<file path="config.mk">
export PLATFORM = sky130hd
export DESIGN_NAME = alu_exec
export DESIGN_NICKNAME = d
export VERILOG_FILES = /design/src/rtl/alu_pkg.sv /design/src/rtl/alu_exec_mul_iter.sv /design/src/rtl/alu_exec.sv
export SDC_FILE = /design/constraint.sdc
export NUM_CORES = 1
export LEC_CHECK = 0
export CAP_MARGIN = 10
export CORE_UTILIZATION = 45
export DETAILED_ROUTE_END_ITERATION = 7
export DONT_BUFFER_PORTS = 1
export GPL_TIMING_DRIVEN = 0
export PLACE_DENSITY_LB_ADDON = 0.1
export SLEW_MARGIN = 30
export SYNTH_ARGS = -nofsm -noshare
export SYNTH_HDL_FRONTEND = slang
export SYNTH_SLANG_ARGS = --single-unit
</file>
<file path="constraint.sdc">
create_clock -name clk_i -period 8.1 [get_ports clk_i]
set_input_delay 1.62 -clock clk_i [delete_from_list [all_inputs] [get_ports clk_i]]
set_output_delay 1.62 -clock clk_i [all_outputs]
set_load 0.01 [all_outputs]
</file>
<file path="src/rtl/alu_pkg.sv">
// Shared definitions for the ALU execution stage: operation codes and FSM state encoding.
package alu_pkg;

    localparam logic [2:0] ALU_ADD  = 3'b000;
    localparam logic [2:0] ALU_SLL  = 3'b001;
    localparam logic [2:0] ALU_XOR  = 3'b010;
    localparam logic [2:0] ALU_AND  = 3'b011;
    localparam logic [2:0] ALU_MUL  = 3'b100;
    localparam logic [2:0] ALU_SUB  = 3'b101;
    localparam logic [2:0] ALU_ADDI = 3'b110;
    localparam logic [2:0] ALU_SRAI = 3'b111;

    typedef enum logic [1:0] {
        IDLE = 2'd0,
        MUL  = 2'd1,
        DONE = 2'd2
    } alu_state_e;

endpackage

</file>
<file path="src/rtl/alu_exec_mul_iter.sv">
// Iterative shift-add multiplier: one multiplier bit per cycle, LSB first, low WIDTH bits kept.
module mul_iter #(
    parameter int unsigned WIDTH = 32
) (
    input  logic             clk,
    input  logic             rst_n,
    input  logic             start,
    input  logic             run,
    input  logic [WIDTH-1:0] op_a,
    input  logic [WIDTH-1:0] op_b,
    output logic             done_c,
    output logic [WIDTH-1:0] product_c
);

    localparam int unsigned CNT_W = $clog2(WIDTH);

    logic [WIDTH-1:0] mcand_q;
    logic [WIDTH-1:0] mplier_q;
    logic [WIDTH-1:0] acc_q;
    logic [CNT_W-1:0] cnt_q;

    // Partial product after this cycle's iteration; final result when done_c is high.
    assign product_c = acc_q + (mplier_q[0] ? mcand_q : '0);
    assign done_c    = run && (cnt_q == CNT_W'(WIDTH - 1));

    always_ff @(posedge clk) begin
        if (!rst_n) begin
            mcand_q  <= '0;
            mplier_q <= '0;
            acc_q    <= '0;
            cnt_q    <= '0;
        end else if (start) begin
            mcand_q  <= op_a;
            mplier_q <= op_b;
            acc_q    <= '0;
            cnt_q    <= '0;
        end else if (run) begin
            acc_q    <= product_c;
            mcand_q  <= mcand_q << 1;
            mplier_q <= mplier_q >> 1;
            cnt_q    <= cnt_q + CNT_W'(1);
        end
    end

endmodule

</file>
<file path="src/rtl/alu_exec.sv">
// Registered ALU execution stage with valid/ready handshake and iterative multiply.
// Define ALU_FAST_MUL_EN to compute MUL combinationally in a single cycle instead.
module alu_exec
    import alu_pkg::*;
#(
    parameter int unsigned WIDTH = 32
) (
    input  logic             clk_i,
    input  logic             rst_n_i,
    input  logic             valid_i,
    output logic             ready_o,
    input  logic [2:0]       ALUfunc_i,
    input  logic [WIDTH-1:0] data1_i,
    input  logic [WIDTH-1:0] data2_i,
    output logic             valid_o,
    input  logic             ready_i,
    output logic [WIDTH-1:0] data_o,
    output logic             zero_o,
    output logic             busy_o
);

    localparam int unsigned SHW = $clog2(WIDTH);

    alu_state_e       state_q;
    alu_state_e       state_d;
    logic             accept_c;
    logic [SHW-1:0]   shamt_c;
    logic [WIDTH-1:0] alu_res_c;
    logic [WIDTH-1:0] data_d;
    logic             valid_d;
    logic             zero_d;

`ifndef ALU_FAST_MUL_EN
    logic             mul_start_c;
    logic             mul_run_c;
    logic             mul_done_c;
    logic [WIDTH-1:0] mul_product_c;
`endif

    assign ready_o  = (state_q == IDLE) || ((state_q == DONE) && ready_i);
    assign accept_c = valid_i && ready_o;
    assign shamt_c  = data2_i[SHW-1:0];

    // Single-cycle datapath; MUL only contributes here in the fast build.
    always_comb begin
        alu_res_c = '0;
        case (ALUfunc_i)
            ALU_ADD,
            ALU_ADDI: alu_res_c = data1_i + data2_i;
            ALU_SLL:  alu_res_c = data1_i << shamt_c;
            ALU_XOR:  alu_res_c = data1_i ^ data2_i;
            ALU_AND:  alu_res_c = data1_i & data2_i;
            ALU_SUB:  alu_res_c = data1_i - data2_i;
            ALU_SRAI: alu_res_c = $unsigned($signed(data1_i) >>> shamt_c);
`ifdef ALU_FAST_MUL_EN
            ALU_MUL:  alu_res_c = data1_i * data2_i;
`endif
            default:  alu_res_c = '0;
        endcase
    end

    // Next-state and registered-output values.
    always_comb begin
        state_d = state_q;
        data_d  = data_o;
        zero_d  = zero_o;
        valid_d = valid_o;
`ifndef ALU_FAST_MUL_EN
        mul_start_c = 1'b0;
`endif
        case (state_q)
            IDLE, DONE: begin
                if (accept_c) begin
`ifndef ALU_FAST_MUL_EN
                    if (ALUfunc_i == ALU_MUL) begin
                        state_d     = MUL;
                        valid_d     = 1'b0;
                        mul_start_c = 1'b1;
                    end else
`endif
                    begin
                        state_d = DONE;
                        data_d  = alu_res_c;
                        zero_d  = (alu_res_c == '0);
                        valid_d = 1'b1;
                    end
                end else if ((state_q == DONE) && ready_i) begin
                    state_d = IDLE;
                    valid_d = 1'b0;
                end
            end
`ifndef ALU_FAST_MUL_EN
            MUL: begin
                if (mul_done_c) begin
                    state_d = DONE;
                    data_d  = mul_product_c;
                    zero_d  = (mul_product_c == '0);
                    valid_d = 1'b1;
                end
            end
`endif
            default: begin
                state_d = IDLE;
                valid_d = 1'b0;
            end
        endcase
    end

    always_ff @(posedge clk_i) begin
        if (!rst_n_i) begin
            state_q <= IDLE;
            valid_o <= 1'b0;
            data_o  <= '0;
            zero_o  <= 1'b0;
        end else begin
            state_q <= state_d;
            valid_o <= valid_d;
            data_o  <= data_d;
            zero_o  <= zero_d;
        end
    end

`ifndef ALU_FAST_MUL_EN
    assign mul_run_c = (state_q == MUL);

    always_ff @(posedge clk_i) begin
        if (!rst_n_i) begin
            busy_o <= 1'b0;
        end else begin
            busy_o <= (state_d == MUL);
        end
    end

    mul_iter #(
        .WIDTH (WIDTH)
    ) u_mul_iter (
        .clk       (clk_i),
        .rst_n     (rst_n_i),
        .start     (mul_start_c),
        .run       (mul_run_c),
        .op_a      (data1_i),
        .op_b      (data2_i),
        .done_c    (mul_done_c),
        .product_c (mul_product_c)
    );
`else
    assign busy_o = 1'b0;
`endif

endmodule

</file>
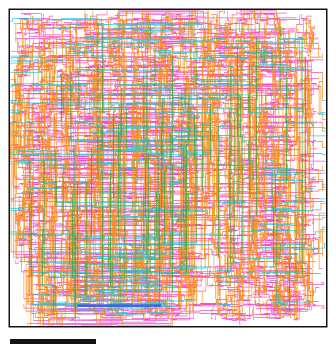
Figure 1: run 1, routed metal, one color a layer.
The bar under the picture is 50 um long.
- cyan: metal 3 (wire length 7,320 um)
- blue: metal 5 (wire length 46.9 um)
- magenta: metal 1 (wire length 28.1 mm)
- green: metal 4 (wire length 4,350 um)
- orange: metal 2 (wire length 32.3 mm)

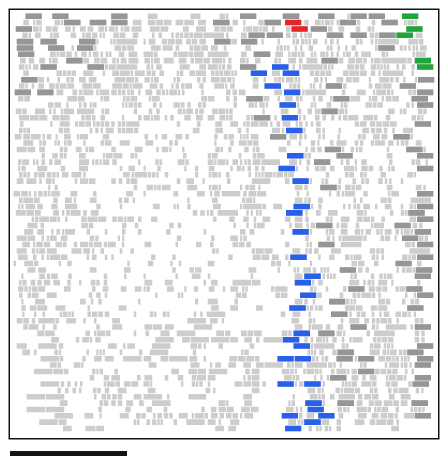
Figure 2: run 1, sequential cells grouped by signal name.
The bar under the picture is 50 um long.
- red: state_q (placed flops 2)
- blue: u_mul_iter.mcand_q (placed flops 32)
- green: u_mul_iter.cnt_q (placed flops 5; where upper right)
- not colored: 99

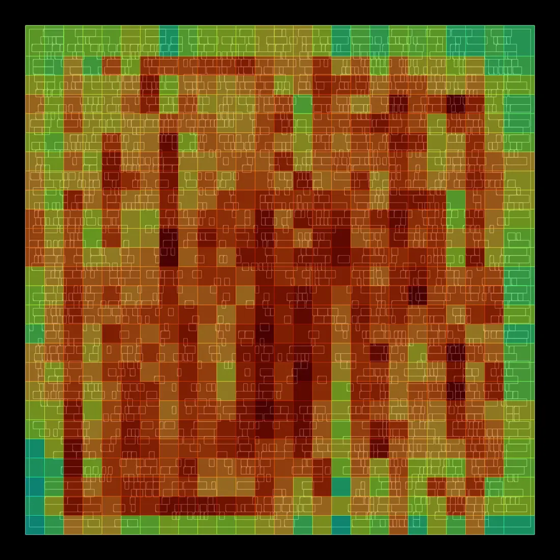
Figure 3: run 1, routing congestion map.
met3 routing resource usage after global routing: 10.8%
GR Layer Usage met1: 51.5%
utilization of the core after routing: 49.3%
most congested layer reported by global routing: met2

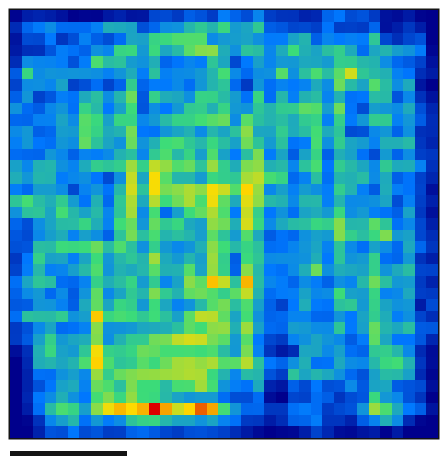
Figure 4: run 1, signal metal coverage by tile.
The bar under the picture is 50 um long. 37 x 37 tiles, from dark blue (low) to red (high), scaled to the fullest tile. Values are wire area over tile area, all layers added.
- densest ninth of the die: center
- mean over tiles: 0.37
- fullest tile: 1.1
- tiles over half the peak: 15%

## run 1: where the power goes
part | switching (uW) | internal [uW]
clock | 335 | 452
sequential | 25.6 | 706
combinational | 546 | 276
## run 1: stage by stage
stage | total power (uW) | util, %
after detailed placement | 1530 | 47.4
final | 2340 | 49.3
after global routing | 2420 | 49.3
after CTS | 2310 | 49.3
after global placement | 1530 | 47.4
after floorplan | 1260 | -
## run 1: cell type report
cell class	instances	area, um^2	area share, %
clock inverter	10	108	0.673
clock buffer	22	474	2.96
multi-input combinational	1652	11400	71.3
tap	442	553	3.46
inverter	30	113	0.704
buffer	138	588	3.68
sequential	138	2760	17.3
==> results.txt, run 1 <==
Notes from the flow run.

Power:
- The worst VDD IR drop from the latest analysis is 0.155 mV.
- The run gives the leakage component of the power as 0.00653 uW.
- In this run the power density over the cells is 146 nW/um^2.

Cells and area:
- The top cell type in the final layout, fill and taps aside, is sky130_fd_sc_hd__nand2_1.
- Per the run report, area growth between synthesis and finish was 7.85%.
- The run puts the number of fillers in the final layout at 3,352.
- After routing the design area is 16,000 um^2.
- The run puts the share of post-route cells with drive strength above 1 at 6.78%.
- The most common logic cells in the final layout are 278 x sky130_fd_sc_hd__nand2_1, 153 x sky130_fd_sc_hd__a21oi_1, 140 x sky130_fd_sc_hd__nor2_1, 138 x sky130_fd_sc_hd__dfxtp_1, 107 x sky130_fd_sc_hd__clkbuf_1.
- The run gives the number of diodes added for antenna fixing as 0.
- The run puts the net total in the final layout at 2,148.
- The run puts the non-filler instance count after layout at 2,432.

Final timing:
- The flow reports an fmax of 0.126 GHz.
- Counting endpoints that fail hold in the final report gives 0.
- Per the final report, max-transition violations number 0.
- The worst path needs 7.94 ns of the cycle, external delays included.
- The run puts the pin slew with the least headroom to its limit at 1.04 ns.
- The run puts the number of failing setup endpoints in the final timing report at 0.
- The run puts the headroom to the max-slew limit at 30.4%.
- Setup repair after global routing left no endpoint under its margin.
- The run gives the portion of the clock cycle consumed by the worst path in the final layout as 98.1%.
- Summed over all failing endpoints, the final setup total negative slack is 0 ns.
- The run gives the maximum clock skew at final layout as 0.0162 ns.
- The final timing report gives a worst setup slack of 0.157 ns.
- The run puts the worst-case hold slack at 0.462 ns.

Floorplanning:
- The horizontal die dimension reported for this design is 184 um.
- The run gives the initial standard-cell utilization of the core as 45.7%.
- Per the OpenROAD floorplan log, the height of the die is 184 um.
- The run puts the placement row count at 66.
- The run gives the core box area as 32,500 um^2.
- The run puts the boundary pin count at 107.
- In this run the full chip footprint comes out at 33,700 um^2.

Routing:
- After detailed routing, the average wire length per cell comes to 29.6 um.
- The run gives the sum of routed wire segments on met1 as 28,100 um.
- The run gives the wire length reported by the detailed router as 72,100 um.
- The run gives the total vias in the final route as 16,500.
- In the routed layout, each cell is associated on average with a via count of 6.80.
- After the first detailed-routing iteration, the DRC count stood at 1,784.
- The run puts the first-pass iteration count of the detailed router at 5.
- In the detailed route, the total length drawn on met2 is 32,300 um.
- The run puts the sum of met3 wire segment lengths after detailed routing at 7320 um.
- The run gives the number of antenna-violating nets in the routed design as 0.
- Routed signal wires occupy layers up through met5.
- The DRC violation total left in the routed layout is recorded as 0.

Global routing:
- The total overflow left after global routing is 0.
- The number of antenna violations at the first check in global routing was 1.
- Entering global routing, the biggest net connects 20 pins.
- The first global-routing pass estimated 104,000 um of wire.
- The run gives the overall track demand over capacity in global routing as 42.6%.
- The run gives the via count of the first global-routing pass as 15,800.
- The run puts the met2 track demand over resource at 68.1%.

Logic synthesis:
- The run gives the yosys cell count as 1,962.
- In this run, the synthesized area fraction spent on and/or/nand/nor cells is recorded as 22.8%.
- The run puts the count of yosys warnings during synthesis at 0.
- The run gives the post-synthesis instance total as 1,962.
- The run gives the arithmetic-cell share of the synthesized area counting full adders, half adders and majority gates as 8.54%.
- The run gives the dominant non-sequential cell family after synthesis as AND-OR/OR-AND gates.
- The run puts the fraction of post-synthesis cell area in the top cell type by area at 18.6%.
- Yosys reports that the most numerous cell types are 278 x sky130_fd_sc_hd__nand2_1, 153 x sky130_fd_sc_hd__a21oi_1, 140 x sky130_fd_sc_hd__nor2_1.
- In the synthesized netlist, mux cells make up 13.3% of the area.
- The run puts the number of enable-type register cells in the synthesized netlist at 0.
- By instance count, the leading cell after synthesis is sky130_fd_sc_hd__nand2_1.
- The run gives the summed standard-cell area reported by yosys as 14,800 um^2.
- The run gives the xor and xnor area share after synthesis as 4.37%.
- The biggest area contributor in the post-synthesis netlist is sky130_fd_sc_hd__dfxtp_1.
- The run puts the fraction of the yosys area taken by sequential cells at 18.6%.
- The run puts the compound-cell area share of the yosys netlist at 27.7%.
- The run gives the synthesized area per cell as 7.56 um^2.
- The mapped netlist covers 14,800 um^2.
- The main area contributors are sky130_fd_sc_hd__dfxtp_1 19%, sky130_fd_sc_hd__ha_1 8.3%, sky130_fd_sc_hd__nand2_1 7.0%, sky130_fd_sc_hd__mux2i_1 6.3%, sky130_fd_sc_hd__a21oi_1 5.2%.
- The run puts the share of flip-flops with an asynchronous set or reset at 0%.
- The run gives the synthesized net count as 2,133.
- The run gives the count of distinct cell types in the synthesized netlist as 83.
- The run gives the number of flip-flops and latches in the synthesized netlist as 138.
- The run gives the most frequently used flop master after synthesis as sky130_fd_sc_hd__dfxtp_1.

Clocking:
- The longest clock path from root to sink contains 2 buffers.
- The run gives the TritonCTS buffer count as 17.
- The run puts the clock-pin slew on the worst setup and hold paths at 0.07 ns.
- Counting every sink on the clock net gives 138.
- The tree is rooted in a sky130_fd_sc_hd__clkbuf_16.
- TritonCTS built the clock tree.
- The report lists the number of cells resized after CTS as 8.
- The run gives the maximum level of the CTS H-tree as 4.
- The run gives the count of hold-fix buffers inserted at cts as 0.
- The run puts the buffers inserted during post-CTS setup optimization at 0.
- The run gives the insertion delay to the later sink of the worst-skew pair as 0.46 ns.

Worst setup path:
- The critical path ends at zero_o$_SDFFE_PN0P_.
- The run gives the register-to-register setup slack as 3.17 ns.
- The startpoint identified for the worst register-to-register timing path is u_mul_iter.mplier_q[0]$_SDFFE_PN0P_.
- On the critical path the data arrives at 8.34 ns.
- The run gives the critical path startpoint category as a primary input.
- STA classifies the critical path endpoint as a flip-flop.
- Looking at the setup timing report, the critical path kind is in2reg.
- The run puts the maximum cell stage delay along the critical path at 0.69 ns.
- All stages included, the depth of the critical timing path comes to 21.
- The run gives the launch point of the worst path as ALUfunc_i[0].
- Along the critical path, the tally of buffer and inverter instances is 6.
- The run gives the critical register-to-register path endpoint as zero_o$_SDFFE_PN0P_.
- The run puts the largest fanout on the critical path at 19.
- STA shows the worst reg2reg path with a cell count of 15.
- For this design, the slowest cell found on the critical path is sky130_fd_sc_hd__a2111oi_0.
- The run gives the worst path required time as 8.50 ns.
- The cell family contributing the most delay on the critical path is AND-OR/OR-AND gates.
- The signal on the critical path passes through clkbuf_1 -> buf_2 -> clkbuf_2 -> buf_4 -> and3b_1 -> clkbuf_1 -> clkbuf_2 -> nor2_1 -> xnor2_1 -> ha_1 -> a211oi_1 -> nor2_1 -> o31ai_1 -> o31ai_4 -> a211o_1 -> a2111oi_0 -> nor3_1 -> nor3_1 -> nand4_1 -> or4_1 -> o21ai_1.

Min path:
- The run gives the worst hold endpoint as u_mul_iter.mplier_q[6]$_SDFFE_PN0P_.
- The most critical min-delay path falls under reg2reg.
- The worst hold path begins at u_mul_iter.mplier_q[6]$_SDFFE_PN0P_.
- The worst hold path was traced through 2 stages.

Job:
- The number of maximum-capacitance violations recorded for the run is 0.
- The logs give a warning total of 28.

Status:
- The run finished with clean final reports.

Placement:
- According to the dpl log, the detail-placed design has an HPWL of 57,700 um.
- The run puts the count of port buffers added during placement at 0.
- The run puts the post-place setup slack at -2.14 ns.
- The run puts the count of placed standard cells including taps at 2,404.
- Detailed placement reports a standard cell area of 15,400 um^2.
- The placement summary gives the final routability congestion estimate as 1.06.
==> run 1 -> run 2 <==
--- a/config.mk
+++ b/config.mk
@@ -6,6 +6,7 @@
 export NUM_CORES = 1
 export LEC_CHECK = 0
 export CAP_MARGIN = 10
+export CORE_MARGIN = 1
 export CORE_UTILIZATION = 45
 export DETAILED_ROUTE_END_ITERATION = 7
 export DONT_BUFFER_PORTS = 1
==> run 2 against run 1 <==
  * Synthesized cell count unchanged
  * Area after synthesis did not move
  * Via count did not move
==> results.txt, run 2 <==
Notes from the flow run.

Cells and area:
- The share of post-route cells with drive strength above 1 was 6.78% (unchanged).
- The end-of-flow core utilization is 49.3% (unchanged).
- By instance count after routing, the leading logic cell type is sky130_fd_sc_hd__nand2_1.
- In the layout the commonest cells are 278 x sky130_fd_sc_hd__nand2_1, 153 x sky130_fd_sc_hd__a21oi_1, 140 x sky130_fd_sc_hd__nor2_1, 138 x sky130_fd_sc_hd__dfxtp_1, 107 x sky130_fd_sc_hd__clkbuf_1.
- The run puts the number of fillers in the final layout at 3,352 (unchanged).
- The summed area of non-filler cells in the final layout was 16,000 um^2 (unchanged).
- The number of diodes added for antenna fixing is 0 (unchanged).
- The non-filler instance count after layout came to 2,432 (unchanged).
- The run puts the combinational gate area at 11,400 um^2 (unchanged).
- The run gives the layout overhead on the synthesized area as 7.85% (unchanged).
- The run gives the area used by sequential logic in the layout as 2760 um^2 (unchanged).
- The run puts the net total in the final layout at 2,148 (unchanged).

Global routing:
- The run gives the layer with the highest usage after global routing as met2.
- The run gives the met3 track utilization from global routing as 10.8% (unchanged).
- The run puts the number of antenna violations at the first check in global routing at 1 (unchanged).
- The wire length of the first global-routing pass is 104,000 um (unchanged).
- The run puts the via count of the first global-routing pass at 15,800 (unchanged).
- The run puts the sum of overflow across all layers after global routing at 0 (unchanged).
- The met2 track demand over resource is 68.1% (unchanged).
- The met1 track demand over resource in global routing is 51.5% (unchanged).
- The run puts the pin count of the biggest net entering global routing at 20 (unchanged).

Logic synthesis:
- The synthesis run identifies the leading combinational cell family as AND-OR/OR-AND gates.
- By count the netlist is led by 278 x sky130_fd_sc_hd__nand2_1, 153 x sky130_fd_sc_hd__a21oi_1, 140 x sky130_fd_sc_hd__nor2_1.
- The run gives the fraction of synthesized area in multiplexers as 13.3% (unchanged).
- The run gives the compound-cell area share of the yosys netlist as 27.7% (unchanged).
- The run gives the synthesized net count as 2,133 (unchanged).
- By instance count, the leading cell after synthesis is sky130_fd_sc_hd__nand2_1.
- After synthesis, the cell types taking the most area are sky130_fd_sc_hd__dfxtp_1 19%, sky130_fd_sc_hd__ha_1 8.3%, sky130_fd_sc_hd__nand2_1 7.0%, sky130_fd_sc_hd__mux2i_1 6.3%, sky130_fd_sc_hd__a21oi_1 5.2%.
- sky130_fd_sc_hd__dfxtp_1 takes more of the synthesized area than any other cell.
- The run puts the fraction of the yosys area taken by sequential cells at 18.6% (unchanged).
- The run gives the fraction of post-synthesis cell area in the top cell type by area as 18.6% (unchanged).
- The run gives the most frequently used flop master after synthesis as sky130_fd_sc_hd__dfxtp_1.
- The summed standard-cell area reported by yosys was 14,800 um^2 (unchanged).
- The run gives the number of flip-flops and latches in the synthesized netlist as 138 (unchanged).
- The count of yosys warnings during synthesis came to 0 (unchanged).
- The run gives the share of flip-flops with an asynchronous set or reset as 0% (unchanged).
- The run puts the xor and xnor area share after synthesis at 4.37% (unchanged).
- The run puts the number of enable-type register cells in the synthesized netlist at 0 (unchanged).
- The run puts the count of distinct cell types in the synthesized netlist at 83 (unchanged).
- The run gives the post-synthesis instance total as 1,962 (unchanged).
- The run puts the simple-gate portion of the synthesized area at 22.8% (unchanged).
- The run puts the synthesized cell area at 14,800 um^2 (unchanged).
- The run gives the yosys cell count as 1,962 (unchanged).
- The synthesized area per cell was 7.56 um^2 (unchanged).
- The run gives the arithmetic-cell share of the synthesized area counting full adders, half adders and majority gates as 8.54% (unchanged).

Clocking:
- The run gives the insertion delay to the later sink of the worst-skew pair as 0.46 ns (about the same).
- The buffers inserted during post-CTS setup optimization was 0 (unchanged).
- The run gives the cell chosen for the clock root as sky130_fd_sc_hd__clkbuf_16.
- The run puts the clock sink total at 138 (unchanged).
- The run puts the maximum level of the CTS H-tree at 4 (unchanged).
- The clock-pin slew on the worst setup and hold paths was 0.07 ns (about the same).
- The run gives the CTS tree as yes.
- The maximum clock path buffer count was 2 (unchanged).
- The TritonCTS buffer count came to 17 (unchanged).

Final timing:
- The run puts the peak clock frequency supported by timing at 0.126 GHz (unchanged).
- The worst-case hold slack came to 0.462 ns (unchanged).
- The run gives the post-route setup TNS as 0 ns (unchanged).
- The smallest setup slack after layout is 0.157 ns (unchanged).
- The run puts the headroom to the max-slew limit at 30.4% (unchanged).
- The run gives the final-report hold violation count as 0 (unchanged).
- The number of failing setup endpoints in the final timing report came to 0 (unchanged).
- The run puts the portion of the clock cycle consumed by the worst path in the final layout at 98.1% (unchanged).
- The run gives the pin slew with the least headroom to its limit as 1.04 ns (unchanged).
- Setup repair after global routing left no endpoint under its margin.
- The run gives the final count of pins violating max slew as 0 (unchanged).
- The run puts the maximum clock skew at final layout at 0.0162 ns (unchanged).
- The run gives the minimum clock period after layout as 7.94 ns (unchanged).

Power:
- The run puts the clock-net power at 787 uW (about the same).
- The switching power as a share of total power is 38.7% (unchanged).
- The power attributed to sequential cells was 731 uW (about the same).
- The run gives the leakage component of the power as 0.00653 uW (unchanged).
- The run gives the register share of total power as 31.3% (about the same).
- The combinational gate power is 822 uW (about the same).
- The run puts the cell area power density at 146 nW/um^2 (unchanged).
- The run gives the combinational share of power as 35.1% (about the same).
- The run puts the peak supply drop at 0.155 mV (unchanged).
- The group that draws the most power in this run is combinational logic.
- The run gives the net switching power of the design as 907 uW (unchanged).
- The internal power contribution came to 1430 uW (unchanged).
- The run gives the total power after layout as 2340 uW (unchanged).
- The run gives the clock share of power as 33.6% (about the same).

Floorplanning:
- The run gives the placement row count as 66 (unchanged).
- The core box area came to 32,500 um^2 (unchanged).
- The run puts the chip width at 184 um (unchanged).
- The run gives the vertical die dimension as 184 um (unchanged).
- The area of the chip was 33,700 um^2 (unchanged).
- The initial standard-cell utilization of the core came to 45.7% (unchanged).
- The boundary pin count was 107 (unchanged).

Placement:
- The count of placed standard cells including taps is 2,404 (unchanged).
- The run puts the area of placed instances at 15,400 um^2 (unchanged).
- The run puts the HPWL after detailed placement at 57,700 um (unchanged).
- The run puts the final weighted congestion of routability-driven global placement at 1.06 (unchanged).
- The run gives the post-place setup slack as -2.14 ns (unchanged).
- The run puts the count of port buffers added during placement at 0 (unchanged).

Worst setup path:
- The run puts the cell count along the critical path at 21 (unchanged).
- The run gives the maximum cell stage delay along the critical path as 0.69 ns (about the same).
- The run gives the largest fanout on the critical path as 19 (unchanged).
- STA classifies the critical path startpoint as a primary input.
- The run gives the count of cells along the worst register-to-register path as 15 (unchanged).
- The run puts the buffer-and-inverter tally for the worst setup path at 6 (unchanged).
- The run puts the data arrival time of the worst path at 8.34 ns (about the same).
- The run gives the worst path required time as 8.50 ns (about the same).
- The slowest stage of the critical path belongs to the cell sky130_fd_sc_hd__a2111oi_0.
- STA classifies the critical path endpoint as a flip-flop.
- Looking at the reg2reg group, the worst path starts from u_mul_iter.mplier_q[0]$_SDFFE_PN0P_.
- For reference, the critical path cell chain is clkbuf_1 -> buf_2 -> clkbuf_2 -> buf_4 -> and3b_1 -> clkbuf_1 -> clkbuf_2 -> nor2_1 -> xnor2_1 -> ha_1 -> a211oi_1 -> nor2_1 -> o31ai_1 -> o31ai_4 -> a211o_1 -> a2111oi_0 -> nor3_1 -> nor3_1 -> nand4_1 -> or4_1 -> o21ai_1.
- The run gives the kind of critical path as in2reg.
- The most critical setup path has its startpoint at ALUfunc_i[0].
- The kind of cell with the highest combined delay along the critical path is AND-OR/OR-AND gates.

Min path:
- The run gives the worst min-delay path category as reg2reg.
- The run gives the hold path startpoint as u_mul_iter.mplier_q[6]$_SDFFE_PN0P_.
- The worst hold path stage count is 2 (unchanged).

Routing:
- The run puts the average routed wire per standard cell at 29.6 um (unchanged).
- The run puts the sum of met3 wire segment lengths after detailed routing at 7320 um (unchanged).
- The run puts the detailed-route vias per instance at 6.80 (unchanged).
- The count of unresolved DRC violations after routing was 0 (unchanged).
- The routed length on met2 came to 32,300 um (unchanged).
- The highest metal layer carrying signal wires in the routed design is met5.
- The run puts the sum of routed wire segments on met1 at 28,100 um (unchanged).
- The number of antenna-violating nets in the routed design was 0 (unchanged).
- The run puts the number of DRC markers in iteration 0 at 1,784 (unchanged).
- The first-pass iteration count of the detailed router is 5 (unchanged).

Job:
- The run puts the number of max-cap violations at 0 (unchanged).
- The number of logged tool warnings came to 28 (unchanged).

Status:
- The flow ran to the end, and the final reports show no timing, DRC or antenna violations.
==> run 2: cell counts after synthesis <==
Identical to the previous run, type by type.
==> run 2: layout make-up <==
class,count,share of cell area [%]
Buffer,138,3.68
Inverter,30,0.704
Clock buffer,22,2.96
Sequential cell,138,17.3
Clock inverter,10,0.673
Tap cell,442,3.46
Multi-Input combinational cell,1652,71.3
==> run 2: what timing repair did <==
item / 4_1_cts / 5_1_grt
setup endpoints to repair: 23 / 4
hold buffers: 0 / 0
resized: 8 / 7
==> run 2: worst paths after layout <==
kind                                               to  slack [ns]
setup / recovery                  zero_o$_SDFFE_PN0P_        0.16
setup reg to reg                  zero_o$_SDFFE_PN0P_        3.17
hold reg to reg   u_mul_iter.mplier_q[6]$_SDFFE_PN0P_        0.46
hold / removal    u_mul_iter.mplier_q[6]$_SDFFE_PN0P_        0.46
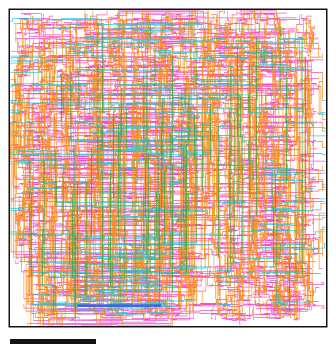
Figure 5: run 2, routed metal, one color a layer.
The bar under the picture is 50 um long.
Global Route Usage Sum: 42.6%
detailed-route via count: 16,500
wire length after detailed routing: 72,100 um

No activity file was given, so power comes from the tool's default toggle rates.
